`config.mk`:
```
export PLATFORM = sky130hd
export DESIGN_NAME = dll_retry_monitor_flat
export DESIGN_NICKNAME = d
export VERILOG_FILES = /design/src/rtl/dll_retry_monitor_if.sv /design/src/rtl/dll_retry_monitor.sv /design/src/flat_wrapper.sv
export SDC_FILE = /design/constraint.sdc
export NUM_CORES = 2
export LEC_CHECK = 0
export CORE_MARGIN = 2
export CORE_UTILIZATION = 55
export DETAILED_ROUTE_END_ITERATION = 7
export GPL_TIMING_DRIVEN = 0
export PLACE_DENSITY_LB_ADDON = 0.12
export SLEW_MARGIN = 40
export SYNTH_ARGS = -nofsm -noshare
export SYNTH_HDL_FRONTEND = slang
export SYNTH_SLANG_ARGS = --single-unit
```
`constraint.sdc`:
```
create_clock -name sclk -period 20.7 [get_ports sclk]
set_input_delay 2.07 -clock sclk [delete_from_list [all_inputs] [get_ports sclk]]
set_output_delay 2.07 -clock sclk [all_outputs]
set_load 0.02 [all_outputs]
```
`src/rtl/dll_retry_monitor_if.sv`:
```
// Handshake bundle for dll_retry_monitor.
// slave: the retry buffer; master: TL/DLCMSM/arbiter side.
interface dll_retry_monitor_if #(
  parameter int DEPTH = 16
);
  localparam int CW = $clog2(DEPTH) + 1;

  logic [1:0]    dlcm_state_i;
  logic          tl2dll_valid_i;
  logic [255:0]  tl2dll_data_i;
  logic          tl2dll_ready_o;
  logic [15:0]   acknak_seq_num_i;
  logic [1:0]    acknak_seq_en_i;
  logic          tlp_valid_o;
  logic [255:0]  tlp_data_o;
  logic [11:0]   tlp_seq_o;
  logic          arb_ready_i;
  logic          replay_rollover_o;
  logic [CW-1:0] buf_count_o;

  modport slave (
    input  dlcm_state_i,
    input  tl2dll_valid_i,
    input  tl2dll_data_i,
    output tl2dll_ready_o,
    input  acknak_seq_num_i,
    input  acknak_seq_en_i,
    output tlp_valid_o,
    output tlp_data_o,
    output tlp_seq_o,
    input  arb_ready_i,
    output replay_rollover_o,
    output buf_count_o
  );

  modport master (
    output dlcm_state_i,
    output tl2dll_valid_i,
    output tl2dll_data_i,
    input  tl2dll_ready_o,
    output acknak_seq_num_i,
    output acknak_seq_en_i,
    input  tlp_valid_o,
    input  tlp_data_o,
    input  tlp_seq_o,
    output arb_ready_i,
    input  replay_rollover_o,
    input  buf_count_o
  );
endinterface

```
`src/rtl/dll_retry_monitor.sv`:
```
// DLL transmit retry buffer: seq numbering, ACK/NAK purge, replay.
// Ports: sclk, srst (sync, active-high), bus (slave modport).
module dll_retry_monitor #(
  parameter int DEPTH          = 16,
  parameter int REPLAY_TIMEOUT = 1024
) (
  input  logic               sclk,
  input  logic               srst,
  dll_retry_monitor_if.slave bus
);
  localparam int AW = $clog2(DEPTH);
  localparam int PW = AW + 1;
  localparam int TW = $clog2(REPLAY_TIMEOUT + 1);
  localparam logic [TW-1:0] TLAST = TW'(REPLAY_TIMEOUT - 1);

  typedef enum logic {
    NORMAL,
    REPLAY
  } state_t;

  state_t state, state_nx;

  logic [255:0] mem [DEPTH];

  logic [PW-1:0] head, head_nx;
  logic [PW-1:0] send, send_nx;
  logic [PW-1:0] tail, tail_nx;
  logic [PW-1:0] rend, rend_nx;
  logic [11:0]   ackd, ackd_nx;
  logic [TW-1:0] timer, timer_nx;
  logic [1:0]    rnum, rnum_nx, rbase;
  logic          roll, roll_nx;

  logic          dl_active;
  logic          ready, valid;
  logic          acc, hs;
  logic [PW-1:0] count, sent, lim;
  logic [PW-1:0] n_p, send_adv, left;
  logic [11:0]   seq_in, n;
  logic          ack_ev, nak_ev;
  logic          in_win, purge, nak_ok, pass;
  logic          counting, tmo, rstart;
  logic          unused_hi;

  assign unused_hi = ^bus.acknak_seq_num_i[15:12];

  assign dl_active = bus.dlcm_state_i == 2'd3;
  assign count     = tail - head;
  assign sent      = send - head;

  // count never exceeds DEPTH, so its MSB alone flags "full"
  assign ready = ~srst & dl_active & ~count[PW-1]
               & (state == NORMAL);
  assign valid = ~srst & dl_active & (send != tail);

  assign acc = ready & bus.tl2dll_valid_i;
  assign hs  = valid & bus.arb_ready_i;

  assign seq_in = bus.acknak_seq_num_i[11:0];
  assign ack_ev = bus.acknak_seq_en_i == 2'b01;
  assign nak_ev = bus.acknak_seq_en_i == 2'b10;
  assign n      = seq_in - ackd;

  // While replaying, entries up to rend already went out
  // once, so they remain acknowledgeable.
  assign lim = (state == REPLAY) ? rend - head : sent;

  assign in_win = n <= 12'(lim);
  assign purge  = (ack_ev | nak_ev) & in_win & (n != 12'd0);
  assign nak_ok = nak_ev & in_win;
  assign n_p    = purge ? PW'(n) : '0;

  // same-cycle send handshake is applied after the purge
  assign pass     = n_p > sent;
  assign send_adv = pass ? head + n_p : send + PW'(hs);

  assign counting = (state == NORMAL) & (sent != '0);
  assign tmo      = counting & (timer == TLAST);

  always_comb begin
    head_nx  = head + n_p;
    tail_nx  = tail + PW'(acc);
    ackd_nx  = purge ? seq_in : ackd;
    left     = (state == REPLAY) ? rend - head_nx
                                 : send_adv - head_nx;
    rstart   = (nak_ok & (left != '0)) | (tmo & ~purge);
    send_nx  = rstart ? head_nx : send_adv;
    rend_nx  = (rstart & (state == NORMAL)) ? send_adv : rend;
    timer_nx = timer;
    if (rstart | purge) begin
      timer_nx = '0;
    end else if (counting) begin
      timer_nx = timer + TW'(1);
    end
    rbase   = purge ? 2'd0 : rnum;
    rnum_nx = rstart ? rbase + 2'd1 : rbase;
    roll_nx = rstart & (rbase == 2'd3);
  end

  always_comb begin
    state_nx = state;
    unique case (state)
      NORMAL: begin
        if (rstart) state_nx = REPLAY;
      end
      REPLAY: begin
        if (rstart) begin
          state_nx = REPLAY;
        end else if (send_nx == rend) begin
          state_nx = NORMAL;
        end
      end
      default: state_nx = NORMAL;
    endcase
  end

  always_ff @(posedge sclk) begin
    if (srst) begin
      state <= NORMAL;
      head  <= '0;
      send  <= '0;
      tail  <= '0;
      rend  <= '0;
      ackd  <= 12'hFFF;
      timer <= '0;
      rnum  <= '0;
      roll  <= 1'b0;
    end else begin
      state <= state_nx;
      head  <= head_nx;
      send  <= send_nx;
      tail  <= tail_nx;
      rend  <= rend_nx;
      ackd  <= ackd_nx;
      timer <= timer_nx;
      rnum  <= rnum_nx;
      roll  <= roll_nx;
    end
  end

  always_ff @(posedge sclk) begin
    if (acc) begin
      mem[tail[AW-1:0]] <= bus.tl2dll_data_i;
    end
  end

  assign bus.tl2dll_ready_o    = ready;
  assign bus.tlp_valid_o       = valid;
  assign bus.tlp_data_o        = valid ? mem[send[AW-1:0]]
                                       : '0;
  assign bus.tlp_seq_o         = valid ? ackd + 12'd1 + 12'(sent)
                                       : 12'd0;
  assign bus.replay_rollover_o = roll & ~srst;
  assign bus.buf_count_o       = srst ? '0 : count;

endmodule

```
`src/flat_wrapper.sv`:
```
// flat-port wrapper written by rule: the top's interface ports become plain ports
module dll_retry_monitor_flat 
#(
  parameter int DEPTH          = 16,
  parameter int REPLAY_TIMEOUT = 1024
)
  (sclk, srst, bus_dlcm_state_i, bus_tl2dll_valid_i, bus_tl2dll_data_i, bus_tl2dll_ready_o, bus_acknak_seq_num_i, bus_acknak_seq_en_i, bus_tlp_valid_o, bus_tlp_data_o, bus_tlp_seq_o, bus_arb_ready_i, bus_replay_rollover_o, bus_buf_count_o);
  dll_retry_monitor_if #(.DEPTH(DEPTH)) bus_i ();
  input  logic sclk;
  input  logic srst;
  input wire logic [$bits(bus_i.dlcm_state_i)-1:0] bus_dlcm_state_i;
  input wire logic [$bits(bus_i.tl2dll_valid_i)-1:0] bus_tl2dll_valid_i;
  input wire logic [$bits(bus_i.tl2dll_data_i)-1:0] bus_tl2dll_data_i;
  output wire logic [$bits(bus_i.tl2dll_ready_o)-1:0] bus_tl2dll_ready_o;
  input wire logic [$bits(bus_i.acknak_seq_num_i)-1:0] bus_acknak_seq_num_i;
  input wire logic [$bits(bus_i.acknak_seq_en_i)-1:0] bus_acknak_seq_en_i;
  output wire logic [$bits(bus_i.tlp_valid_o)-1:0] bus_tlp_valid_o;
  output wire logic [$bits(bus_i.tlp_data_o)-1:0] bus_tlp_data_o;
  output wire logic [$bits(bus_i.tlp_seq_o)-1:0] bus_tlp_seq_o;
  input wire logic [$bits(bus_i.arb_ready_i)-1:0] bus_arb_ready_i;
  output wire logic [$bits(bus_i.replay_rollover_o)-1:0] bus_replay_rollover_o;
  output wire logic [$bits(bus_i.buf_count_o)-1:0] bus_buf_count_o;
  assign bus_i.dlcm_state_i = bus_dlcm_state_i;
  assign bus_i.tl2dll_valid_i = bus_tl2dll_valid_i;
  assign bus_i.tl2dll_data_i = bus_tl2dll_data_i;
  assign bus_tl2dll_ready_o = bus_i.tl2dll_ready_o;
  assign bus_i.acknak_seq_num_i = bus_acknak_seq_num_i;
  assign bus_i.acknak_seq_en_i = bus_acknak_seq_en_i;
  assign bus_tlp_valid_o = bus_i.tlp_valid_o;
  assign bus_tlp_data_o = bus_i.tlp_data_o;
  assign bus_tlp_seq_o = bus_i.tlp_seq_o;
  assign bus_i.arb_ready_i = bus_arb_ready_i;
  assign bus_replay_rollover_o = bus_i.replay_rollover_o;
  assign bus_buf_count_o = bus_i.buf_count_o;
  dll_retry_monitor #(.DEPTH(DEPTH), .REPLAY_TIMEOUT(REPLAY_TIMEOUT)) u_core (.sclk(sclk), .srst(srst), .bus(bus_i));
endmodule
```
==> run summary <==
impl run done, here's what came out: layout cells sized above 1 31.6%, Top power group sequential cells, postcts setup bufs 0, crit path DAT 12.15 ns, hpwl dp 277000 um, Worst Hold Class flop to flop, Place WS 9.29 ns, net switching power 3.76 mW, DR WL/cell 34.2 um, most frequent logic cell in the layout edfxtp_1, clock sinks 4143, Max Clk Rate 88.5 MHz, Int Pwr 14.1 mW, hold path endpoint u_core.ackd[9], run status complete, no violations, clock share of power 41.5%, largest net degree at the start of global routing 17, met1 usage 40.6%, number of enable flip-flop cells 4096, GPL Wtd Cong 0.816, VDD IR max 82.3 uV, setup TNS 0 ns, critical path's top delay family buffers and inverters, placed insts 11.3k, final worst slack 9.39 ns, met3 Usage GRT 6.28%
synth_stat cells, types with 5 or more instances:
library cell,count,share of area [%]
nand4_1,9,0.035
mux2_2,5,0.035
a211o_1,13,0.072
o21a_1,6,0.028
ha_1,53,0.42
mux4_2,1280,18
fa_1,6,0.075
nor3_1,30,0.094
edfxtp_1,4096,77
a21oi_1,22,0.069
a21o_1,12,0.057
inv_1,49,0.12
xor2_1,19,0.10
nand2b_1,18,0.071
buf_1,75,0.18
nor2b_1,270,1.1
clkbuf_1,256,0.60
nand3_1,14,0.044
nand2_1,23,0.054
o21ai_0,13,0.041
dfxtp_1,47,0.59
nor2_1,71,0.17
and2_1,9,0.035
mux2i_1,14,0.088
a211oi_1,7,0.033
xnor2_1,37,0.20
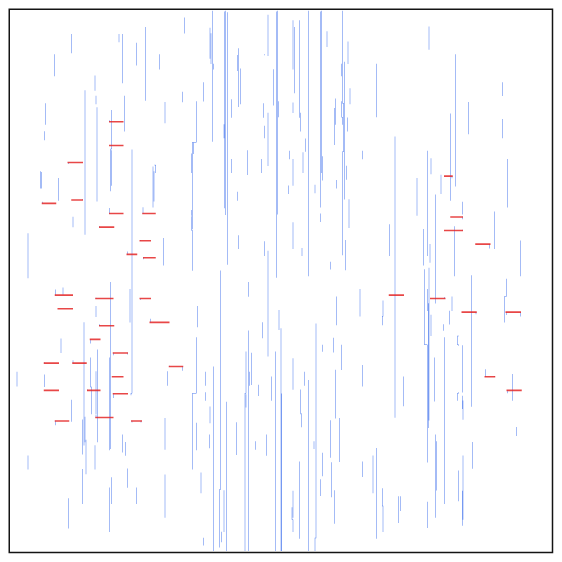
*Wiring by layer*
Drawn at 1 px/um. Two of the layers only.
- red: M5 (wire length 500 um)
- blue: M4 (wire length 12100 um)
routed wire length: 414000 um
Vias: 77.4k

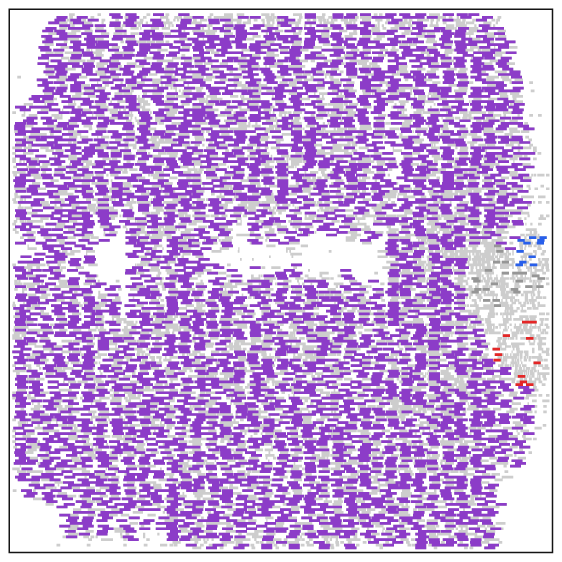
*Sequential cells colored by netlist name*
Drawn at 1 px/um. Other sequential cells in the stronger gray, the rest of the logic in the fainter gray.
- purple: u_core.mem (flops 4096; where spread over the die)
- blue: u_core.timer (flops 11; where east)
- red: u_core.ackd (flops 12)
- not colored: 24

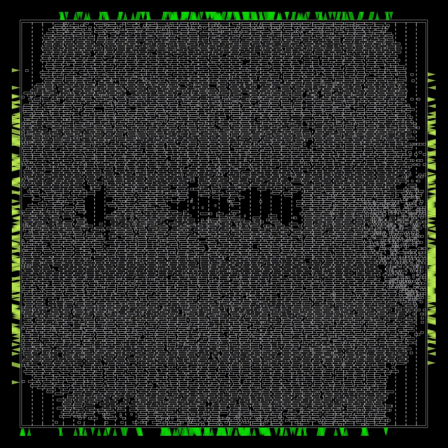
*Placement view*
flop count: 4143
core box area: 288000 um2
fillers: 17.9k
Non-Filler Instances: 12.1k
Std-Cell Rows: 197

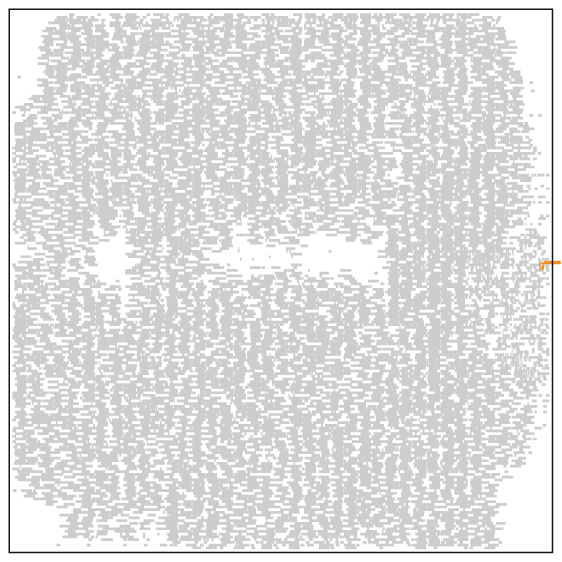
*Port wiring*
Drawn at 1 px/um.
- orange: bus_dlcm_state_i (direction input; edge east; end cells 1; buffers 2; wire 38.8 um)

Power and IR drop assume default switching activity.
